flops_by_reg.png
The bar under the picture is 50 microns long.
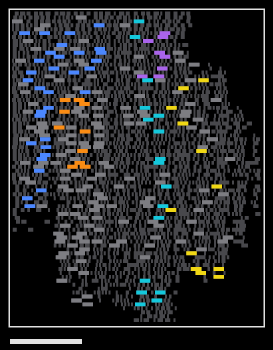
clk_routes.png
The bar under the picture is 50 microns long.
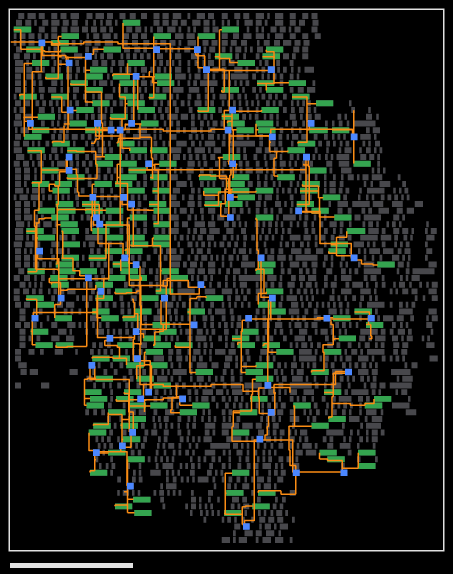
logic_types.png
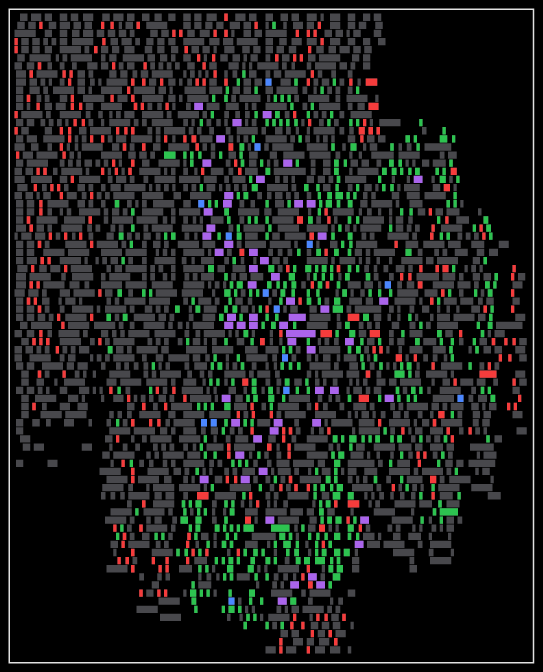
placement_by_type.png
The bar under the picture is 50 microns long.
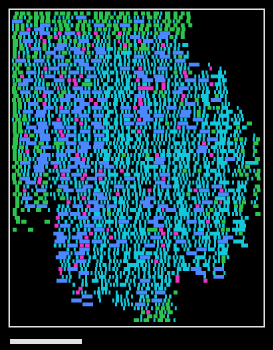
## config.mk

```make
export PLATFORM = sky130hd
export DESIGN_NAME = line_raster_engine
export DESIGN_NICKNAME = d
export VERILOG_FILES = /design/src/rtl/line_raster_engine.sv
export SDC_FILE = /design/constraint.sdc
export NUM_CORES = 1
export LEC_CHECK = 0
export ABC_AREA = 1
export CAP_MARGIN = 25
export CELL_PAD_IN_SITES_DETAIL_PLACEMENT = 1
export CELL_PAD_IN_SITES_GLOBAL_PLACEMENT = 1
export CORE_ASPECT_RATIO = 1.25
export CORE_UTILIZATION = 39
export CTS_BUF_LIST = sky130_fd_sc_hd__clkbuf_4
export DETAILED_ROUTE_END_ITERATION = 8
export GPL_TIMING_DRIVEN = 1
export PLACE_DENSITY = 0.94
export SLEW_MARGIN = 0
export SYNTH_ARGS = -nofsm -noshare
export SYNTH_HDL_FRONTEND = slang
export SYNTH_SLANG_ARGS = --single-unit
```

## constraint.sdc

```tcl
create_clock -name clk -period 4.35 [get_ports clk]
set_clock_uncertainty 0.2 [all_clocks]
set_input_delay 0.87 -clock clk [delete_from_list [all_inputs] [get_ports clk]]
set_output_delay 0.87 -clock clk [all_outputs]
set_load 0.1 [all_outputs]
```

## src/rtl/line_raster_engine.sv

```systemverilog
// Bresenham line rasteriser. Clips to H_RES x V_RES and merges pixels that fall in one 8-pixel burst into a masked write.
// Latency: one SETUP cycle after trigger, then one pixel per STEP cycle, plus two cycles for each burst flush.
// Backpressure: af_full/wdf_full stall a flush with its outputs held and the line state frozen; wr_en stays low while blocked.
//
// Ports:
//   clk, rst             clock, synchronous active-high reset
//   LE_ready             idle, accepts a new line
//   LE_color/_valid      colour load strobe
//   LE_point, LE_x0_valid, LE_y0_valid, LE_x1_valid, LE_y1_valid
//                        endpoint load strobes
//   LE_trigger           starts a line
//   LE_frame_base        frame byte base
//   af_full, af_addr_din, af_wr_en
//                        DDR address FIFO
//   wdf_full, wdf_din, wdf_mask_din, wdf_wr_en
//                        DDR write-data FIFO; a mask bit of 1 means the byte is not written
module line_raster_engine #(
   parameter int COORD_W = 10,
   parameter int H_RES   = 1024,
   parameter int V_RES   = 768
) (
   input  logic               clk,
   input  logic               rst,
   output logic               LE_ready,
   input  logic [31:0]        LE_color,
   input  logic [COORD_W-1:0] LE_point,
   input  logic               LE_color_valid,
   input  logic               LE_x0_valid,
   input  logic               LE_y0_valid,
   input  logic               LE_x1_valid,
   input  logic               LE_y1_valid,
   input  logic               LE_trigger,
   input  logic [31:0]        LE_frame_base,
   input  logic               af_full,
   input  logic               wdf_full,
   output logic [30:0]        af_addr_din,
   output logic               af_wr_en,
   output logic [127:0]       wdf_din,
   output logic [15:0]        wdf_mask_din,
   output logic               wdf_wr_en
);

   localparam int EW = COORD_W + 2;       // signed error / delta width
   localparam int KW = 2 * COORD_W - 3;   // burst key width {y, x[hi]}
   localparam logic [COORD_W-1:0] ONE = 1;

   typedef enum logic [2:0] {S_IDLE, S_SETUP, S_STEP, S_FLUSH0, S_FLUSH1} state_t;
   state_t r_state, w_next;

   // Values from the load strobes. These are used only by the next line.
   logic [31:0]        r_color;
   logic [COORD_W-1:0] r_x0, r_y0, r_x1, r_y1;
   // Copy of the line currently being drawn, taken at trigger.
   logic [31:0]        r_lcolor;
   logic [COORD_W-1:0] r_lx0, r_ly0, r_lx1, r_ly1;
   // Bresenham state
   logic [COORD_W-1:0] r_x, r_y;
   logic signed [EW-1:0] r_dx, r_dy, r_err;
   logic               r_sx_neg, r_sy_neg;
   // Pending burst
   logic [KW-1:0]      r_key;
   logic [7:0]         r_mask;
   logic               r_pend;
   logic               r_done;

   logic signed [EW-1:0] w_dx_raw, w_dy_raw, w_adx, w_ady;
   logic signed [EW:0]   w_e2;
   logic               w_step_x, w_step_y;
   logic               w_vis, w_last, w_conflict;
   logic [KW-1:0]      w_key;
   logic [7:0]         w_slot_bit;
   logic [30:0]        w_addr;
   logic [15:0]        w_mask0, w_mask1;
   logic               w_unused_base_msb;

   assign w_unused_base_msb = LE_frame_base[31];

   assign w_dx_raw = $signed({2'b00, r_lx1}) - $signed({2'b00, r_lx0});
   assign w_dy_raw = $signed({2'b00, r_ly1}) - $signed({2'b00, r_ly0});
   assign w_adx    = w_dx_raw[EW-1] ? -w_dx_raw : w_dx_raw;
   assign w_ady    = w_dy_raw[EW-1] ? -w_dy_raw : w_dy_raw;

   // e2 has one extra bit, so 2*err cannot overflow.
   assign w_e2     = {r_err, 1'b0};
   assign w_step_x = (w_e2 >= $signed({r_dy[EW-1], r_dy}));
   assign w_step_y = (w_e2 <= $signed({r_dx[EW-1], r_dx}));

   assign w_vis      = ({{(32-COORD_W){1'b0}}, r_x} < H_RES) &&
                       ({{(32-COORD_W){1'b0}}, r_y} < V_RES);
   assign w_key      = {r_y, r_x[COORD_W-1:3]};
   assign w_slot_bit = 8'b1 << r_x[2:0];
   assign w_last     = (r_x == r_lx1) && (r_y == r_ly1);
   // A visible pixel outside the pending burst has to wait until that burst is flushed.
   assign w_conflict = w_vis && r_pend && (w_key != r_key);

   assign w_addr = LE_frame_base[30:0] | {{(31-KW-2){1'b0}}, r_key, 2'b00};

   // Lane 0 (lowest x) is in the top 32 bits and uses mask bits [15:12].
   always_comb begin
      w_mask0 = 16'hFFFF;
      w_mask1 = 16'hFFFF;
      for (int l = 0; l < 4; l++) begin
         w_mask0[15-4*l -: 4] = {4{~r_mask[l]}};
         w_mask1[15-4*l -: 4] = {4{~r_mask[4+l]}};
      end
   end

   always_ff @(posedge clk) begin
      if (rst) begin
         r_color <= '0;
         r_x0    <= '0;
         r_y0    <= '0;
         r_x1    <= '0;
         r_y1    <= '0;
      end else begin
         if (LE_color_valid) r_color <= LE_color;
         if (LE_x0_valid)    r_x0    <= LE_point;
         if (LE_y0_valid)    r_y0    <= LE_point;
         if (LE_x1_valid)    r_x1    <= LE_point;
         if (LE_y1_valid)    r_y1    <= LE_point;
      end
   end

   always_ff @(posedge clk) begin
      if (rst) r_state <= S_IDLE;
      else     r_state <= w_next;
   end

   always_ff @(posedge clk) begin
      if (rst) begin
         r_lcolor <= '0;
         r_lx0    <= '0;
         r_ly0    <= '0;
         r_lx1    <= '0;
         r_ly1    <= '0;
         r_x      <= '0;
         r_y      <= '0;
         r_dx     <= '0;
         r_dy     <= '0;
         r_err    <= '0;
         r_sx_neg <= 1'b0;
         r_sy_neg <= 1'b0;
         r_key    <= '0;
         r_mask   <= '0;
         r_pend   <= 1'b0;
         r_done   <= 1'b0;
      end else begin
         case (r_state)
            S_IDLE: begin
               if (LE_trigger) begin
                  r_lcolor <= r_color;
                  r_lx0    <= r_x0;
                  r_ly0    <= r_y0;
                  r_lx1    <= r_x1;
                  // y1 may arrive in the same cycle as the trigger.
                  r_ly1    <= LE_y1_valid ? LE_point : r_y1;
               end
            end
            S_SETUP: begin
               r_x      <= r_lx0;
               r_y      <= r_ly0;
               r_dx     <= w_adx;
               r_dy     <= -w_ady;
               r_sx_neg <= w_dx_raw[EW-1];
               r_sy_neg <= w_dy_raw[EW-1];
               r_err    <= w_adx - w_ady;
               r_mask   <= '0;
               r_pend   <= 1'b0;
               r_done   <= 1'b0;
            end
            S_STEP: begin
               if (!w_conflict) begin
                  if (w_vis) begin
                     r_key  <= w_key;
                     r_mask <= r_mask | w_slot_bit;
                     r_pend <= 1'b1;
                  end
                  if (w_last) begin
                     r_done <= 1'b1;
                  end else begin
                     if (w_step_x) r_x <= r_sx_neg ? r_x - ONE : r_x + ONE;
                     if (w_step_y) r_y <= r_sy_neg ? r_y - ONE : r_y + ONE;
                     r_err <= r_err + (w_step_x ? r_dy : '0) + (w_step_y ? r_dx : '0);
                  end
               end
            end
            S_FLUSH1: begin
               if (!wdf_full) begin
                  r_mask <= '0;
                  r_pend <= 1'b0;
               end
            end
            default: ;
         endcase
      end
   end

   always_comb begin
      w_next       = r_state;
      LE_ready     = 1'b0;
      af_wr_en     = 1'b0;
      wdf_wr_en    = 1'b0;
      af_addr_din  = '0;
      wdf_din      = '0;
      wdf_mask_din = 16'hFFFF;
      case (r_state)
         S_IDLE: begin
            LE_ready = 1'b1;
            if (LE_trigger) w_next = S_SETUP;
         end
         S_SETUP: w_next = S_STEP;
         S_STEP: begin
            if (w_conflict)  w_next = S_FLUSH0;
            else if (w_last) w_next = (r_pend || w_vis) ? S_FLUSH0 : S_IDLE;
         end
         S_FLUSH0: begin
            af_addr_din  = w_addr;
            wdf_din      = {4{r_lcolor}};
            wdf_mask_din = w_mask0;
            if (!af_full && !wdf_full) begin
               af_wr_en  = 1'b1;
               wdf_wr_en = 1'b1;
               w_next    = S_FLUSH1;
            end
         end
         S_FLUSH1: begin
            af_addr_din  = w_addr;
            wdf_din      = {4{r_lcolor}};
            wdf_mask_din = w_mask1;
            if (!wdf_full) begin
               wdf_wr_en = 1'b1;
               w_next    = r_done ? S_IDLE : S_STEP;
            end
         end
         default: w_next = S_IDLE;
      endcase
   end

endmodule

```

==> flow_metrics.py <==
# Flow results
metrics = {
    "placement": {
        "dp_hpwl_microns": 38100,
        "port-buffer-count": 260,
        "placed_area_sq_mm": 0.0166,
    },
    "cts": {
        "htreeDepth": 3,
        "cts_hold_buf": 0,
        "cts_buffers": 66,
    },
    "synth": {
        "largest_area_cell": "dfxtp_1",
        "synth.most_common_cell": "nand2_1",
        "netlist_instances": 2148,
        "synth-seq-cells": 232,
    },
    "timing": {
        "worstMarginPinSlew_ns": 0.878,
        "slew_headroom_pct": 41.4,
        "setup_viol": 0,
    },
    "setup_path": {
        "cp-startpoint": "r_lx1[0]$_SDFFE_PP0P_",
        "arrival_ns": 4.65,
        "endpoint_kind": "register",
        "crit_fanout": 4,
        "critical_path_class": "reg -> reg",
        "crit_path_start_kind": "register",
    },
    "min_path": {
        "min_from": "r_lcolor[29]$_SDFFE_PP0P_",
    },
    "power": {
        "internal-power_mw": 7.49,
        "total_power_mw": 16.5,
        "vdd.ir_drop.worst_uv": 534,
        "comb_power_share_pct": 69.2,
    },
    "floorplan": {
        "rows": 79,
    },
    "route": {
        "remaining_drc_errors": 0,
        "avgViaCountPerCell": 5.34,
    },
    "outcome": {
        "outcome": "completed",
    },
}
## Picture notes: flops_by_reg.png
legend:
  r_lcolor:
    colour: blue
    placed_flops: 32
  r_key:
    colour: cyan
    placed_flops: 17
  r_dy:
    colour: yellow
    placed_flops: 12
  r_x0:
    colour: orange
    placed_flops: 10
  r_mask:
    colour: purple
    placed_flops: 8
    where: top centre

## Picture notes: clk_routes.png
legend:
  clock drivers:
    colour: blue
    count: 66
  flip-flops:
    colour: green
    count: 232
  clock wires:
    colour: orange
    length: 3,940 microns
flops lie: widely spread
clk pwr: 2.01 mW
clock group share of total power: 12.2%
clk_lat worst skew: 0.73 ns

## Picture notes: logic_types.png
legend:
  xor and xnor cells:
    colour: purple
    cells: 57
  nand cells:
    colour: green
    cells: 463
  nor cells:
    colour: red
    cells: 289
    where: widely spread
  and/or cells:
    colour: blue
    cells: 14

## Picture notes: placement_by_type.png
legend:
  remaining buffers and delay cells:
    colour: green
    cells: 309
  combinational and other logic:
    colour: cyan
    cells: 1,721
  sequential cells:
    colour: blue
    cells: 232
  clock drivers and dummy loads:
    colour: magenta
    cells: 105

==> worst max-delay path: stages (launching register included) <==
cell	delay, ns
dfxtp_1	0.34
inv_1	0.09
ha_1	0.14
inv_1	0.07
fa_1	0.41
nand3_1	0.09
nand3_1	0.09
nand4_1	0.08
o211ai_1	0.14
nand3_1	0.12
nand2_2	0.08
or2_2	0.31
xor2_2	0.21
inv_1	0.11
ha_4	0.24
a21oi_2	0.13
nand2_1	0.12
nand2_1	0.12
nand2_1	0.07
a21oi_2	0.15
o21ai_0	0.11
inv_1	0.12
o21bai_1	0.09
or2_2	0.29
a21oi_2	0.14
nor2_1	0.04
==> final timing paths <==
kind                                    end  depth (start not counted)
setup / recovery      r_err[9]$_SDFFE_PP0P_                         25
hold / removal    r_lcolor[29]$_SDFFE_PP0P_                          2
setup reg to reg      r_err[9]$_SDFFE_PP0P_                         25
hold reg to reg   r_lcolor[29]$_SDFFE_PP0P_                          2
==> layout make-up <==
| cell class | count | area (sq um) |
|---|---|---|
| antenna | 1 | 2.50 |
| clock buffer | 86 | 646 |
| clock inverter | 19 | 129 |
| fill | 4767 | 19400 |
| inverter | 281 | 1060 |
| multi-input combinational | 1440 | 8020 |
| sequential | 232 | 4650 |
| tap | 486 | 608 |
| timing repair buffer | 309 | 2570 |
==> registers in the layout, summed over array words and instances (netlist names), 3 cells and up <==
name and flops:
r_color 32, r_lcolor 32, r_key 17, r_dx 12
r_dy 12, r_err 12, r_lx0 10, r_lx1 10
r_ly0 10, r_ly1 10, r_x0 10, r_x1 10
r_x 10, r_y0 10, r_y1 10, r_y 10
r_mask 8, r_state 3
==> metal layers <==
metal  routed length [microns]  up-vias
li1                          -     7221
met1                     20300     7363
met2                     28500      476
met3                      2300      188
met4                      2700        0
met5                         0        -
==> metrics by stage <==
step / TNS (ns) / hold slack, ns
after CTS: 0 / 0.260
after floorplan: -1.25 / 0.230
after detailed placement: -0.0157 / 0.251
after global placement: 0 / 0.241
final: 0 / 0.259
after global routing: -0.209 / 0.293
==> cells by family after synthesis <==
logic type | after synthesis | share of synthesized area [%]
xor gates and xnor gates | 57 | 3.41
DFF | 232 | 31.7
buffers and inverters | 476 | 15.1
and+or+nand+nor | 766 | 21.9
AOI/OAI and AO/OA | 516 | 18.3
adders and majority gates | 101 | 9.50
==> power groups by stage <==
stage               Clock, mW  Combinational (mW)  Sequential (mW)
detailed placement          0                10.4             3.06
CTS                      2.04                10.6             3.03
global placement            0                9.89             3.02
finish                   2.01                11.4             3.05
floorplan                   0                7.49             2.89
global route             2.16                12.5             3.09
==> cell usage in the layout (no fill, tap or decap), types with 10 or more instances in the layout <==
| cell type | instances |
|---|---|
| nand2_1 | 332 |
| inv_1 | 271 |
| nor2_1 | 259 |
| o21ai_0 | 234 |
| a21oi_1 | 232 |
| dfxtp_1 | 230 |
| buf_4 | 223 |
| clkbuf_4 | 86 |
| nand3_1 | 81 |
| clkdlybuf4s50_1 | 81 |
| ha_1 | 75 |
| xor2_1 | 29 |
| xnor2_1 | 26 |
| nand4_1 | 20 |
| nand2_2 | 16 |
| fa_1 | 15 |
| or2_2 | 13 |
| nor3_1 | 10 |
Power is estimated from default activity; no workload was simulated.
